<file path="src/rtl/ecc_pkg.sv">
// ECC decode shared types: codeword width codes, error classes and width helpers.
// Latency: n/a (types and pure functions only).
// Backpressure: n/a.
package ecc_pkg;

  typedef enum logic [1:0] {
    W8   = 2'b00,
    W16  = 2'b01,
    W32  = 2'b10,
    WRSV = 2'b11
  } cw_width_e;

  typedef enum logic [1:0] {
    NO_ERR  = 2'd0,
    SINGLE  = 2'd1,
    DOUBLE  = 2'd2,
    ILLEGAL = 2'd3
  } err_class_e;

  // Bit index width, enough to address any bit of a 32b codeword.
  localparam int unsigned IDX_W = 5;

  // Active codeword width. The reserved code masks as 8b so an illegal
  // word still leaves the stage in a defined, narrow form.
  function automatic int unsigned width_bits(cw_width_e cw);
    case (cw)
      W8:      return 8;
      W16:     return 16;
      W32:     return 32;
      default: return 8;
    endcase
  endfunction

  // Number of syndrome bits used at a given width (log2(W) + overall parity).
  function automatic int unsigned synd_bits(cw_width_e cw);
    case (cw)
      W8:      return 4;
      W16:     return 5;
      W32:     return 6;
      default: return 4;
    endcase
  endfunction

endpackage

</file>
<file path="src/rtl/err_correct_if.sv">
// Word bus into and out of the error-correct stage: valid/ready on both sides.
// Latency: n/a (wires only).
// Backpressure: in_ready / out_ready; master drives upstream side, slave is the stage.
interface err_correct_if #(
  parameter int DATA_WIDTH = 32
);

  logic                  in_valid;
  logic                  in_ready;
  logic [DATA_WIDTH-1:0] NoisyCodeWord;
  logic [1:0]            Codeword_Width;
  logic [5:0]            column;
  logic                  out_valid;
  logic                  out_ready;
  logic [DATA_WIDTH-1:0] data_out;
  logic [1:0]            num_of_errors;

  modport master (
    output in_valid, NoisyCodeWord, Codeword_Width, column, out_ready,
    input  in_ready, out_valid, data_out, num_of_errors
  );

  modport slave (
    input  in_valid, NoisyCodeWord, Codeword_Width, column, out_ready,
    output in_ready, out_valid, data_out, num_of_errors
  );

endinterface

</file>
<file path="src/rtl/err_locator.sv">
// Classifies a syndrome column as no/single/double error (or illegal width) and gives the bit to flip.
// Latency: combinational.
// Backpressure: none.
// Ports: column (syndrome in), cw (width code), err_cls (class out), bit_idx (position out).
module err_locator
  import ecc_pkg::*;
#(
  parameter int DATA_WIDTH = 32
) (
  input  logic [5:0]       column,
  input  cw_width_e        cw,
  output err_class_e       err_cls,
  output logic [IDX_W-1:0] bit_idx
);

  int unsigned k;
  logic [5:0]  smask;
  logic [5:0]  s;
  logic        p;
  logic        illegal;

  always_comb begin
    k     = synd_bits(cw);
    smask = '0;
    for (int b = 0; b < 6; b++) begin
      smask[b] = (b < int'(k));
    end
    s = column & smask;
    // smask ^ (smask >> 1) is one-hot at bit k-1: the overall-parity row.
    p       = |(s & (smask ^ (smask >> 1)));
    bit_idx = IDX_W'(s & (smask >> 1));
    illegal = (cw == WRSV) || (int'(width_bits(cw)) > DATA_WIDTH);
    if (illegal)        err_cls = ILLEGAL;
    else if (s == 6'd0) err_cls = NO_ERR;
    else if (p)         err_cls = SINGLE;
    else                err_cls = DOUBLE;
  end

endmodule

</file>
<file path="src/rtl/err_correct.sv">
// Error-correct stage: masks the word to its width, flips a single-bit error, counts corrected/uncorrectable words.
// Latency: 2 register stages (S1 capture on accept edge, S2 on the next); 1 word/cycle when out_ready is high.
// Backpressure: S2 holds while out_valid && !out_ready; S1 buffers one more; in_ready falls when both are full.
// Ports: clk, rst (async, active-high), bus (err_correct_if.slave), cnt_clr, corr_cnt, uncorr_cnt.
module err_correct
  import ecc_pkg::*;
#(
  parameter int DATA_WIDTH = 32,
  parameter int CNT_WIDTH  = 16
) (
  input  logic                 clk,
  input  logic                 rst,
  err_correct_if.slave         bus,
  input  logic                 cnt_clr,
  output logic [CNT_WIDTH-1:0] corr_cnt,
  output logic [CNT_WIDTH-1:0] uncorr_cnt
);

  typedef struct packed {
    logic [DATA_WIDTH-1:0] dat;
    err_class_e            cls;
    logic [IDX_W-1:0]      idx;
  } s1_t;

  localparam logic [CNT_WIDTH-1:0] CNT_ONE = {{(CNT_WIDTH-1){1'b0}}, 1'b1};

  cw_width_e             cw_in;
  logic [DATA_WIDTH-1:0] wmask;
  err_class_e            loc_cls;
  logic [IDX_W-1:0]      loc_idx;

  logic                  s1_v;
  s1_t                   s1_q;
  logic                  s2_v;
  logic [DATA_WIDTH-1:0] s2_dat;
  err_class_e            s2_cls;
  logic [DATA_WIDTH-1:0] flip;

  logic                  s2_load;
  logic                  out_fire;

  assign cw_in = cw_width_e'(bus.Codeword_Width);

  always_comb begin
    wmask = '0;
    for (int i = 0; i < DATA_WIDTH; i++) begin
      wmask[i] = (i < int'(width_bits(cw_in)));
    end
  end

  err_locator #(.DATA_WIDTH(DATA_WIDTH)) u_loc (
    .column  (bus.column),
    .cw      (cw_in),
    .err_cls (loc_cls),
    .bit_idx (loc_idx)
  );

  // S2 can take S1's word whenever it is empty or draining this cycle;
  // S1 can then refill in the same cycle, so in_ready follows out_ready.
  assign s2_load      = !s2_v || bus.out_ready;
  assign bus.in_ready = !s1_v || s2_load;
  assign out_fire     = s2_v && bus.out_ready;

  always_comb begin
    flip = '0;
    for (int i = 0; i < DATA_WIDTH; i++) begin
      flip[i] = (s1_q.cls == SINGLE) && (s1_q.idx == IDX_W'(i));
    end
  end

  always_ff @(posedge clk or posedge rst) begin
    if (rst) begin
      s1_v <= 1'b0;
      s1_q <= '0;
    end else if (bus.in_ready) begin
      s1_v <= bus.in_valid;
      if (bus.in_valid) begin
        s1_q.dat <= bus.NoisyCodeWord & wmask;
        s1_q.cls <= loc_cls;
        s1_q.idx <= loc_idx;
      end
    end
  end

  always_ff @(posedge clk or posedge rst) begin
    if (rst) begin
      s2_v   <= 1'b0;
      s2_dat <= '0;
      s2_cls <= NO_ERR;
    end else if (s2_load) begin
      s2_v <= s1_v;
      if (s1_v) begin
        s2_dat <= s1_q.dat ^ flip;
        s2_cls <= s1_q.cls;
      end
    end
  end

  // Counters move only on an output transfer; clear wins over increment.
  always_ff @(posedge clk or posedge rst) begin
    if (rst) begin
      corr_cnt   <= '0;
      uncorr_cnt <= '0;
    end else if (cnt_clr) begin
      corr_cnt   <= '0;
      uncorr_cnt <= '0;
    end else if (out_fire) begin
      if (s2_cls == SINGLE && corr_cnt != '1) begin
        corr_cnt <= corr_cnt + CNT_ONE;
      end
      if ((s2_cls == DOUBLE || s2_cls == ILLEGAL) && uncorr_cnt != '1) begin
        uncorr_cnt <= uncorr_cnt + CNT_ONE;
      end
    end
  end

  assign bus.out_valid     = s2_v;
  assign bus.data_out      = s2_dat;
  assign bus.num_of_errors = s2_cls;

endmodule

</file>
<file path="src/flat_wrapper.sv">
// flat-port wrapper written by rule: the top's interface ports become plain ports
module err_correct_flat import ecc_pkg::*;
#(
  parameter int DATA_WIDTH = 32,
  parameter int CNT_WIDTH  = 16
)
  (clk, rst, cnt_clr, corr_cnt, uncorr_cnt, bus_in_valid, bus_NoisyCodeWord, bus_Codeword_Width, bus_column, bus_out_ready, bus_in_ready, bus_out_valid, bus_data_out, bus_num_of_errors);
  err_correct_if #(.DATA_WIDTH(DATA_WIDTH)) bus_i ();
  input  logic clk;
  input  logic rst;
  input  logic cnt_clr;
  output logic [CNT_WIDTH-1:0] corr_cnt;
  output logic [CNT_WIDTH-1:0] uncorr_cnt;
  input wire logic [$bits(bus_i.in_valid)-1:0] bus_in_valid;
  input wire logic [$bits(bus_i.NoisyCodeWord)-1:0] bus_NoisyCodeWord;
  input wire logic [$bits(bus_i.Codeword_Width)-1:0] bus_Codeword_Width;
  input wire logic [$bits(bus_i.column)-1:0] bus_column;
  input wire logic [$bits(bus_i.out_ready)-1:0] bus_out_ready;
  output wire logic [$bits(bus_i.in_ready)-1:0] bus_in_ready;
  output wire logic [$bits(bus_i.out_valid)-1:0] bus_out_valid;
  output wire logic [$bits(bus_i.data_out)-1:0] bus_data_out;
  output wire logic [$bits(bus_i.num_of_errors)-1:0] bus_num_of_errors;
  assign bus_i.in_valid = bus_in_valid;
  assign bus_i.NoisyCodeWord = bus_NoisyCodeWord;
  assign bus_i.Codeword_Width = bus_Codeword_Width;
  assign bus_i.column = bus_column;
  assign bus_i.out_ready = bus_out_ready;
  assign bus_in_ready = bus_i.in_ready;
  assign bus_out_valid = bus_i.out_valid;
  assign bus_data_out = bus_i.data_out;
  assign bus_num_of_errors = bus_i.num_of_errors;
  err_correct #(.DATA_WIDTH(DATA_WIDTH), .CNT_WIDTH(CNT_WIDTH)) u_core (.clk(clk), .rst(rst), .bus(bus_i), .cnt_clr(cnt_clr), .corr_cnt(corr_cnt), .uncorr_cnt(uncorr_cnt));
endmodule
</file>
<file path="config.mk">
export PLATFORM = sky130hd
export DESIGN_NAME = err_correct_flat
export DESIGN_NICKNAME = d
export VERILOG_FILES = /design/src/rtl/ecc_pkg.sv /design/src/rtl/err_correct_if.sv /design/src/rtl/err_locator.sv /design/src/rtl/err_correct.sv /design/src/flat_wrapper.sv
export SDC_FILE = /design/constraint.sdc
export NUM_CORES = 1
export LEC_CHECK = 0
export CORE_MARGIN = 2
export CORE_UTILIZATION = 55
export DETAILED_ROUTE_END_ITERATION = 8
export PLACE_DENSITY = 0.89
export SYNTH_ARGS = -nofsm -noshare
export SYNTH_HDL_FRONTEND = slang
export SYNTH_SLANG_ARGS = --single-unit
</file>
<file path="constraint.sdc">
create_clock -name clk -period 7.3 [get_ports clk]
set_clock_uncertainty 0.1 [all_clocks]
set_input_delay 2.19 -clock clk [delete_from_list [all_inputs] [get_ports clk]]
set_output_delay 2.19 -clock clk [all_outputs]
set_load 0.03 [all_outputs]
</file>
==> images/pinout.png <==
The bar under the picture is 20 um long. Pins as bars across the die edge, other pins in grey.
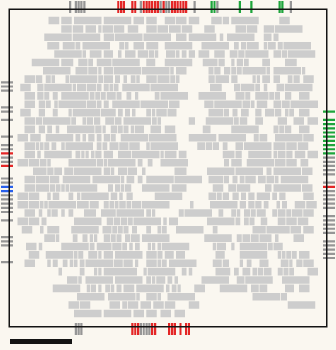
legend:
  `bus_Codeword_Width`:
    colour: blue
    pins: 2
    direction: input
    edge: left
  `corr_cnt`:
    colour: green
    pins: 16
    direction: output
    edge: 10 right, 6 top
  `bus_data_out`:
    colour: red
    pins: 32
    direction: output
    edge: 18 top, 11 bottom, 2 left, 1 right
all pins by edge: 36 top, 32 right, 27 left, 18 bottom
IO Port Bufs: 112
Die X: 103 um

==> reports/results.txt <==
worst hold path startpoint - u_core.s1_v
Comb power frac - 24.8%
CTS Buffer Depth - 2
Cell Chain, Critical Path - clkdlybuf4s50_1, nand3b_1, clkdlybuf4s50_1
EDFF count, synth - 0
CP Data Required Time - 5.01 ns
Clock Power Share - 25.5%
r2r setup slk - 5.15 ns
cell row count - 36
clk slew on worst S/H paths - 0.09 ns
drt drc - 0
Mapped Area - 0.00536 mm^2
first-pass GRT wire length - 20100 um
core area - 0.00959 mm^2
Crit Reg-Reg Endpoint - u_core.s1_q[1]
largest power group - sequential cells
gr ovfl total - 0
Initial DRC Count - 153
Worst-Margin Slew - 1.11 ns
status - finished, final reports clean
Comb. pwr - 357 uW
Root Driver - clkbuf_8
smallest hold slack - 0.398 ns
Hold Path Stages - 1
TritonCTS clock tree - yes
setup violators final - 0
sw frac - 32.8%
PwrDens - 214 mW/mm^2
Crit path max-delay family - buffers and inverters
chip area - 0.0106 mm^2
tool warnings - 28
DRT Pass-1 Iters - 4
startpoint types - input port
Buf+Inv Stages, Crit Path - 2
number of max-cap violations - 0
Slowest Stage Delay on Critical Path - 0.70 ns
pin count of the biggest net entering global routing - 68
post-DR vias/cell - 5.66
Register-to-Register Path Depth - 3
Late-Pin Clk Latency - 0.38 ns
==> images/route_heat.png <==
The die is cut into 21 by 21 equal tiles; white is low, dark blue is high, scaled to the fullest tile. Values are wire area over tile area, all layers added.
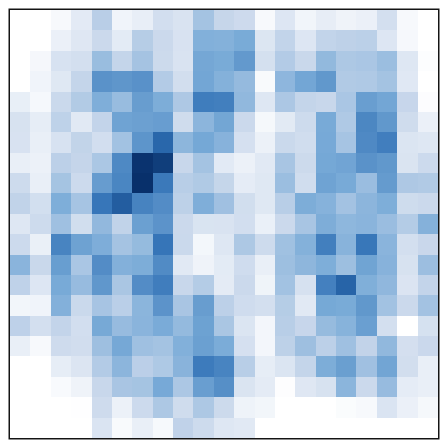
tiles over half the peak: 17%
nearly empty tiles: 8.4%
emptiest ninth of the die: bottom left
fullest tile: 0.61
mean over tiles: 0.18
drt wl/cell: 15.4 um
final WL: 12100 um
Tot GR Track Use: 24.1%
total number of vias: 4452

-- registers in the layout (all words and copies together), names as in the netlist --
| signal | cells |
|---|---|
| u_core.s1_q | 39 |
| u_core.bus.data_out | 32 |
| u_core.corr_cnt | 16 |
| u_core.uncorr_cnt | 16 |
| u_core.bus.num_of_errors | 2 |
| u_core.bus.out_valid | 1 |
| u_core.s1_v | 1 |
-- kinds of logic (layout without fill, tap and decap cells) --
| family | count (synthesis) | count (layout) | synth area share [%] |
|---|---|---|---|
| simple gates | 240 | 240 | 25.0 |
| compound gates | 117 | 117 | 11.9 |
| flops | 107 | 107 | 50.0 |
| buf+inv | 35 | 135 | 3.03 |
| xor+xnor | 33 | 33 | 5.39 |
| mux | 17 | 17 | 3.55 |
| fa+ha+maj | 5 | 5 | 1.17 |
-- per-stage QoR --
stage | utilization (%) | instance area [um^2] | setup WS, ns | power (mW)
floorplan | - | 5360 | 2.19 | 0.932
global placement | 68.0 | 6530 | 1.38 | 1.07
detailed placement | 68.0 | 6530 | 1.38 | 1.08
CTS | 70.0 | 6720 | 1.38 | 1.44
global route | 70.0 | 6720 | 1.34 | 1.50
finish | 70.0 | 6720 | 1.38 | 1.44
-- cells in the mapped netlist, drive strengths merged, types with 9 or more instances --
master | count | area [um^2]
nand2b | 20 | 125
dfrtp | 107 | 2680
o21ai | 40 | 200
or4 | 13 | 97.6
o31ai | 13 | 97.6
nand3 | 27 | 135
nand2 | 65 | 244
nand4 | 18 | 170
nor3 | 11 | 60.1
nor2 | 39 | 146
clkbuf | 21 | 98.9
xor2 | 20 | 175
buf | 9 | 45.0
a21oi | 59 | 295
xnor2 | 13 | 114
or3 | 11 | 71.3
mux2 | 16 | 180
-- metal layers --
layer	GRT usage (%)	vias up	part of all wire, %	routed length (um)
met2	40.3	133	51	6160
met5	0	-	0	0
met3	2.85	23	4.4	535
met4	9.74	0	2.3	277
met1	32.2	2146	43	5170
li1	-	2150	-	-
-- worst reg2reg max path: stages (launching register included) --
cell      delay (ns)
dfrtp_1         0.45
nand3b_1        0.19
nand2_2         0.83
mux2_2          0.47
-- area by class of cell --
class,count,area (um^2),share of cell area (%)
Tap cell,133,166,2.48
Clock buffer,10,128,1.90
Sequential cell,107,2680,39.9
Multi-Input combinational cell,412,2520,37.6
Clock inverter,6,65.1,0.969
Timing Repair Buffer,114,1140,16.9
Inverter,5,21.3,0.317
-- layout by cell type (no fill, tap or decap), types with 2 or more instances in the layout --
master / n
nand2_1: 64
nand4_4: 3
ha_1: 5
mux2_2: 13
and4_1: 3
nand3b_1: 4
o31ai_1: 13
o41ai_1: 2
xor2_1: 20
or4_1: 13
o21ai_1: 6
or3_2: 2
nor4_2: 2
or3_1: 9
a21oi_1: 59
clkbuf_8: 9
nor2b_1: 8
nor2_1: 39
inv_1: 4
nand3_1: 27
and2_1: 2
xnor2_1: 13
dfrtp_1: 107
mux2_1: 3
o21ai_0: 34
nor4_1: 5
nor3_1: 10
nand4_1: 13
nand4_2: 2
clkinv_2: 2
clkdlybuf4s50_1: 112
and3_1: 3
buf_4: 2
nand2b_1: 20
No activity file was given, so power comes from the tool's default toggle rates.
